final_clocks.png
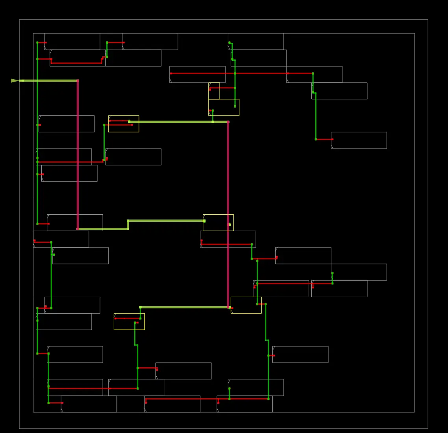
gate_families.png
The bar under the picture is 20 um long.
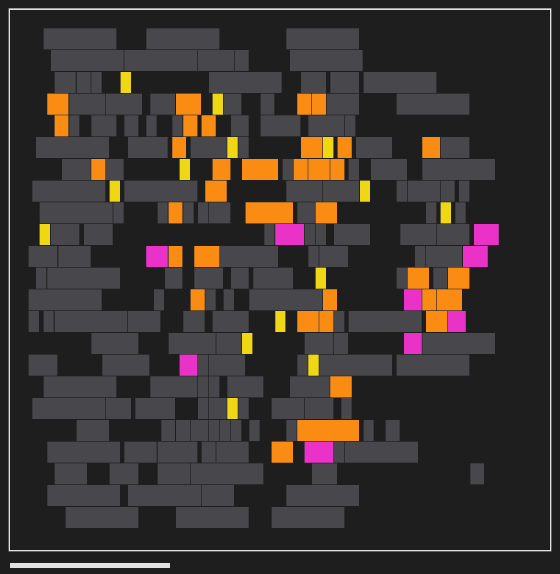
pdn.png
Pins as bars on the die edge. Tap cells in gray.
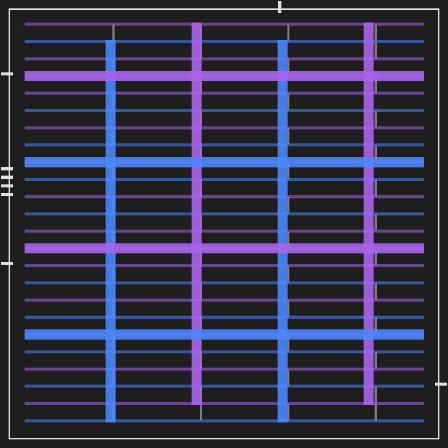
==> config.mk <==
export PLATFORM = sky130hd
export DESIGN_NAME = diff_tdm_rx
export DESIGN_NICKNAME = d
export VERILOG_FILES = /design/src/rtl/diff_tdm_rx.sv
export SDC_FILE = /design/constraint.sdc
export NUM_CORES = 1
export LEC_CHECK = 0
export CAP_MARGIN = 5
export CORE_MARGIN = 2
export CORE_UTILIZATION = 50
export CTS_CLUSTER_DIAMETER = 150
export CTS_CLUSTER_SIZE = 16
export DETAILED_ROUTE_END_ITERATION = 8
export GPL_TIMING_DRIVEN = 0
export PLACE_DENSITY = 0.68
export SLEW_MARGIN = 10
export SYNTH_ARGS = -nofsm -noshare
export SYNTH_HDL_FRONTEND = slang
export SYNTH_SLANG_ARGS = --single-unit
==> constraint.sdc <==
create_clock -name clk -period 3.5 [get_ports clk]
set_input_delay 0.7 -clock clk [delete_from_list [all_inputs] [get_ports clk]]
set_output_delay 0.7 -clock clk [all_outputs]
set_load 0.005 [all_outputs]
==> src/rtl/diff_tdm_rx.sv <==
// diff_tdm_rx: receiver for the 3-slot TDM differential-Manchester line.
// One line half-bit arrives per clk, so a bit takes 2 cycles and a frame
// (sync, a, b) takes 6. The receiver first finds the half-bit phase, then
// the sync slot (the only slot that toggles every frame). While locked it
// delivers each frame's a/b pair with a one-cycle valid strobe.
module diff_tdm_rx #(
  parameter int LOCK_FRAMES = 4,
  parameter int MISS_LIMIT  = 2
) (
  input  logic clk,
  input  logic rst,
  input  logic m,
  output logic a_out,
  output logic b_out,
  output logic valid,
  output logic locked,
  output logic code_err
);

  typedef enum logic [1:0] {
    HUNT_PHASE = 2'd0,
    HUNT_FRAME = 2'd1,
    LOCKED     = 2'd2
  } state_t;

  localparam logic [3:0] LOCK_N = 4'(LOCK_FRAMES);
  localparam logic [2:0] MISS_N = 3'(MISS_LIMIT);

  state_t     state;
  logic       m_q;
  logic       m_qq;
  logic       ph;
  logic       prev_h1;
  logic [2:0] good_cnt;
  logic [1:0] sc;
  logic [1:0] cand;
  logic [3:0] conf;
  logic [2:0] sv;
  logic [2:0] miss_cnt;
  logic [2:0] viol_cnt;
  logic       held_a;
  logic       a_bad;

  logic       viol;
  logic       bit_v;
  logic       sync_ok;
  logic       hit_viol;
  logic       hit_miss;
  logic [1:0] role;
  logic [1:0] sc_inc;
  logic [1:0] cand_inc;

  // Decode the current half-bit pair and work out which slot the bit occupies
  always_comb begin
    viol     = (m_qq == m_q);
    bit_v    = (m_qq == prev_h1);
    sc_inc   = (sc == 2'd2) ? 2'd0 : sc + 2'd1;
    cand_inc = (cand == 2'd2) ? 2'd0 : cand + 2'd1;
    role     = (sc >= cand) ? (sc - cand) : (sc + 2'd3 - cand);
    sync_ok  = (bit_v != sv[sc]);
    hit_viol = viol && ((viol_cnt + 3'd1) == MISS_N);
    hit_miss = (role == 2'd0) && !sync_ok && ((miss_cnt + 3'd1) == MISS_N);
  end

  // Phase recovery, frame alignment and locked-mode demultiplexing
  always_ff @(posedge clk or negedge rst) begin
    if (!rst) begin
      state    <= HUNT_PHASE;
      m_q      <= 1'b0;
      m_qq     <= 1'b0;
      ph       <= 1'b0;
      prev_h1  <= 1'b0;
      good_cnt <= 3'd0;
      sc       <= 2'd0;
      cand     <= 2'd0;
      conf     <= 4'd0;
      sv       <= 3'd0;
      miss_cnt <= 3'd0;
      viol_cnt <= 3'd0;
      held_a   <= 1'b0;
      a_bad    <= 1'b0;
      a_out    <= 1'b0;
      b_out    <= 1'b0;
      valid    <= 1'b0;
      locked   <= 1'b0;
      code_err <= 1'b0;
    end else begin
      m_q      <= m;
      m_qq     <= m_q;
      ph       <= ~ph;
      valid    <= 1'b0;
      code_err <= 1'b0;
      if (ph) begin
        prev_h1 <= m_q;
        unique case (state)
          HUNT_PHASE: begin
            if (viol) begin
              ph       <= 1'b1;
              good_cnt <= 3'd0;
            end else if (good_cnt == 3'd5) begin
              state    <= HUNT_FRAME;
              good_cnt <= 3'd0;
              sc       <= 2'd0;
              cand     <= 2'd0;
              conf     <= 4'd0;
            end else begin
              good_cnt <= good_cnt + 3'd1;
            end
          end
          HUNT_FRAME: begin
            if (viol) begin
              state    <= HUNT_PHASE;
              good_cnt <= 3'd0;
            end else begin
              sv[sc] <= bit_v;
              sc     <= sc_inc;
              if (sc == cand) begin
                if (sync_ok) begin
                  conf <= conf + 4'd1;
                  if ((conf + 4'd1) == LOCK_N) begin
                    state    <= LOCKED;
                    locked   <= 1'b1;
                    miss_cnt <= 3'd0;
                    viol_cnt <= 3'd0;
                    a_bad    <= 1'b0;
                  end
                end else begin
                  conf <= 4'd0;
                  cand <= cand_inc;
                end
              end
            end
          end
          LOCKED: begin
            sv[sc]   <= bit_v;
            sc       <= sc_inc;
            code_err <= viol;
            viol_cnt <= viol ? viol_cnt + 3'd1 : 3'd0;
            unique case (role)
              2'd0: miss_cnt <= sync_ok ? 3'd0 : miss_cnt + 3'd1;
              2'd1: begin
                held_a <= bit_v;
                a_bad  <= viol;
              end
              2'd2: begin
                if (!viol && !a_bad) begin
                  a_out <= held_a;
                  b_out <= bit_v;
                  valid <= 1'b1;
                end
              end
              default: begin
              end
            endcase
            if (hit_viol) begin
              state    <= HUNT_PHASE;
              locked   <= 1'b0;
              good_cnt <= 3'd0;
            end else if (hit_miss) begin
              state  <= HUNT_FRAME;
              locked <= 1'b0;
              conf   <= 4'd0;
            end
          end
          default: state <= HUNT_PHASE;
        endcase
      end
    end
  end

endmodule

==> impl_table.tex <==
% Yosys + OpenROAD metrics
\begin{tabular}{lr}
\hline
Metric & Value \\
\hline
\multicolumn{2}{l}{\textbf{Die}} \\
Core outline area & a little under 4000 um2 \\
DIE WIDTH & roughly 68 um \\
Die area & about 4600 um2 \\
Pre-placement core utilization & 0.512 \\
\multicolumn{2}{l}{\textbf{Pwr}} \\
Switching power & between 0.8 and 0.9 mW \\
Maximum resistive drop on vdd & 0.000399 V \\
Internal power & approximately 1.1 mW \\
Clock-net power & 0.256 mW \\
Flop+latch power & about 0.61 mW \\
Top pwr grp & combinational logic \\
Combinational-cell power consumption & between 1 and 1.5 mW \\
Leakage power summed over all cells & approximately 0.98 nW \\
Power density over the cells & $\sim$860 nW/um2 \\
\multicolumn{2}{l}{\textbf{Logic synthesis}} \\
Main area contributors & dfrtp\_1, ha\_1, mux2\_2 \\
Yosys warnings & 0 \\
Compound Share, Synth & 0.157 \\
Post-synth regs & 33 \\
Yosys synthesis chip area & a little over 2000 um2 \\
Most numerous cell types in the synthesized netlist & dfrtp\_1, nand2\_1, nor2\_1, ha\_1, inv\_1 \\
Dominant cell area share & 0.409 \\
Number of distinct library cell variants in the gate-level netlist after synthesis & between 50 and 60 \\
Area share of xor/xnor cells in the synthesized design & 0.0453 \\
Syn\_nets & roughly 220 \\
FFs w/ async S/R, synth & 1.00 \\
\multicolumn{2}{l}{\textbf{Global routing}} \\
Via count of the first global-routing pass & 1571 \\
Antenna violations before repair & 0 \\
Most heavily used metal layer in global routing & met2 \\
First-pass GRT wire length & a little over 7000 um \\
Remaining Overflow, GRT & 0 \\
Global Route met1 Usage & 0.248 \\
\multicolumn{2}{l}{\textbf{STA}} \\
Setup violators final & 0 \\
Number of pins exceeding their max-slew limit in the final report & 0 \\
\multicolumn{2}{l}{\textbf{Setup path}} \\
CP startpoint kind & register \\
Maximum net fanout on the critical path & 7 \\
Worst R2R Path Depth & 10 \\
Slack of the worst reg-to-reg path & roughly 0.7 ns \\
Path length in cells of the critical path & 10 \\
Critical Path Sink & conf[0] \\
CP bufs+invs & 2 \\
Capturing element type of the critical path & register \\
End of the worst register-to-register path & conf[0] \\
\multicolumn{2}{l}{\textbf{Clock tree}} \\
CTS clock-pin slew for the worst setup and hold paths & 0.07 ns \\
Level count of the clock H-tree & 2 \\
Clock tree from TritonCTS & yes \\
Buffer count from post-CTS setup fixing & 0 \\
\multicolumn{2}{l}{\textbf{Worst hold path}} \\
Path category of the worst min-delay check & input port to asynchronous set/reset pin \\
\multicolumn{2}{l}{\textbf{Placed design}} \\
Total of buffers placed on input and output ports & 7 \\
Last weighted congestion value of the routability-driven placer & between 0.7 and 0.8 \\
\multicolumn{2}{l}{\textbf{Route}} \\
Detailed router's first-iteration violation count & approximately 66 \\
Post-route ant nets & 0 \\
Via count & around 1500 \\
Length of routed met3 wiring & about 150 um \\
\multicolumn{2}{l}{\textbf{Cells and area}} \\
Top library cells by usage in the layout, fill and taps aside & dfrtp\_1, nand2\_1, nor2\_1 \\
Highest-count logic cell in the final layout & dfrtp\_1 \\
Fill cell total of the finished layout & about 340 \\
Fraction of layout cells with a size suffix above 1 & 0.141 \\
\multicolumn{2}{l}{\textbf{Job}} \\
Count of warning messages emitted by the tools & 35 \\
MaxCap Viol Count & 0 \\
\multicolumn{2}{l}{\textbf{Outcome}} \\
Result of the run & complete, no violations \\
\hline
\end{tabular}
Back to the opening pictures, final_clocks.png:
total CTS buffers: 5
number of clock-tree buffers in the layout: 5
worst-case clock skew: 0.00859 ns
number of sinks driven by the clock tree: 33

Back to the opening pictures, gate_families.png:
inverters -> yellow  # cells 14, most used inv_1
AND and OR gates -> magenta  # cells 9
inverting AOI/OAI gates -> orange  # cells 35, most used o21ai_0

Back to the opening pictures, pdn.png:
VDD -> purple
VSS -> blue
signal pins = 8
tap cells = 50
met1 rails = 24
rows = 23

==> per-stage QoR <==
stage | setup slack [ns] | total power, mW | cell area, um2
floorplan | 0.984 | 1.40 | 2020
global placement | 0.763 | 1.61 | 2150
detailed placement | 0.717 | 1.66 | 2150
CTS | 0.697 | 1.92 | 2220
global route | 0.470 | 2.08 | 2220
finish | 0.700 | 1.91 | 2220
==> final cells by class <==
type	instances	area [um2]	area share
Inverter	14	52.6	0.0237
Clock inverter	1	5.00	0.00225
Tap cell	50	62.6	0.0282
Clock buffer	5	68.8	0.0310
Multi-Input combinational cell	150	1130	0.508
Sequential cell	33	826	0.372
Timing Repair Buffer	7	65.1	0.0293
Buffer	3	12.5	0.00564
No activity file was given, so power comes from the tool's default toggle rates.
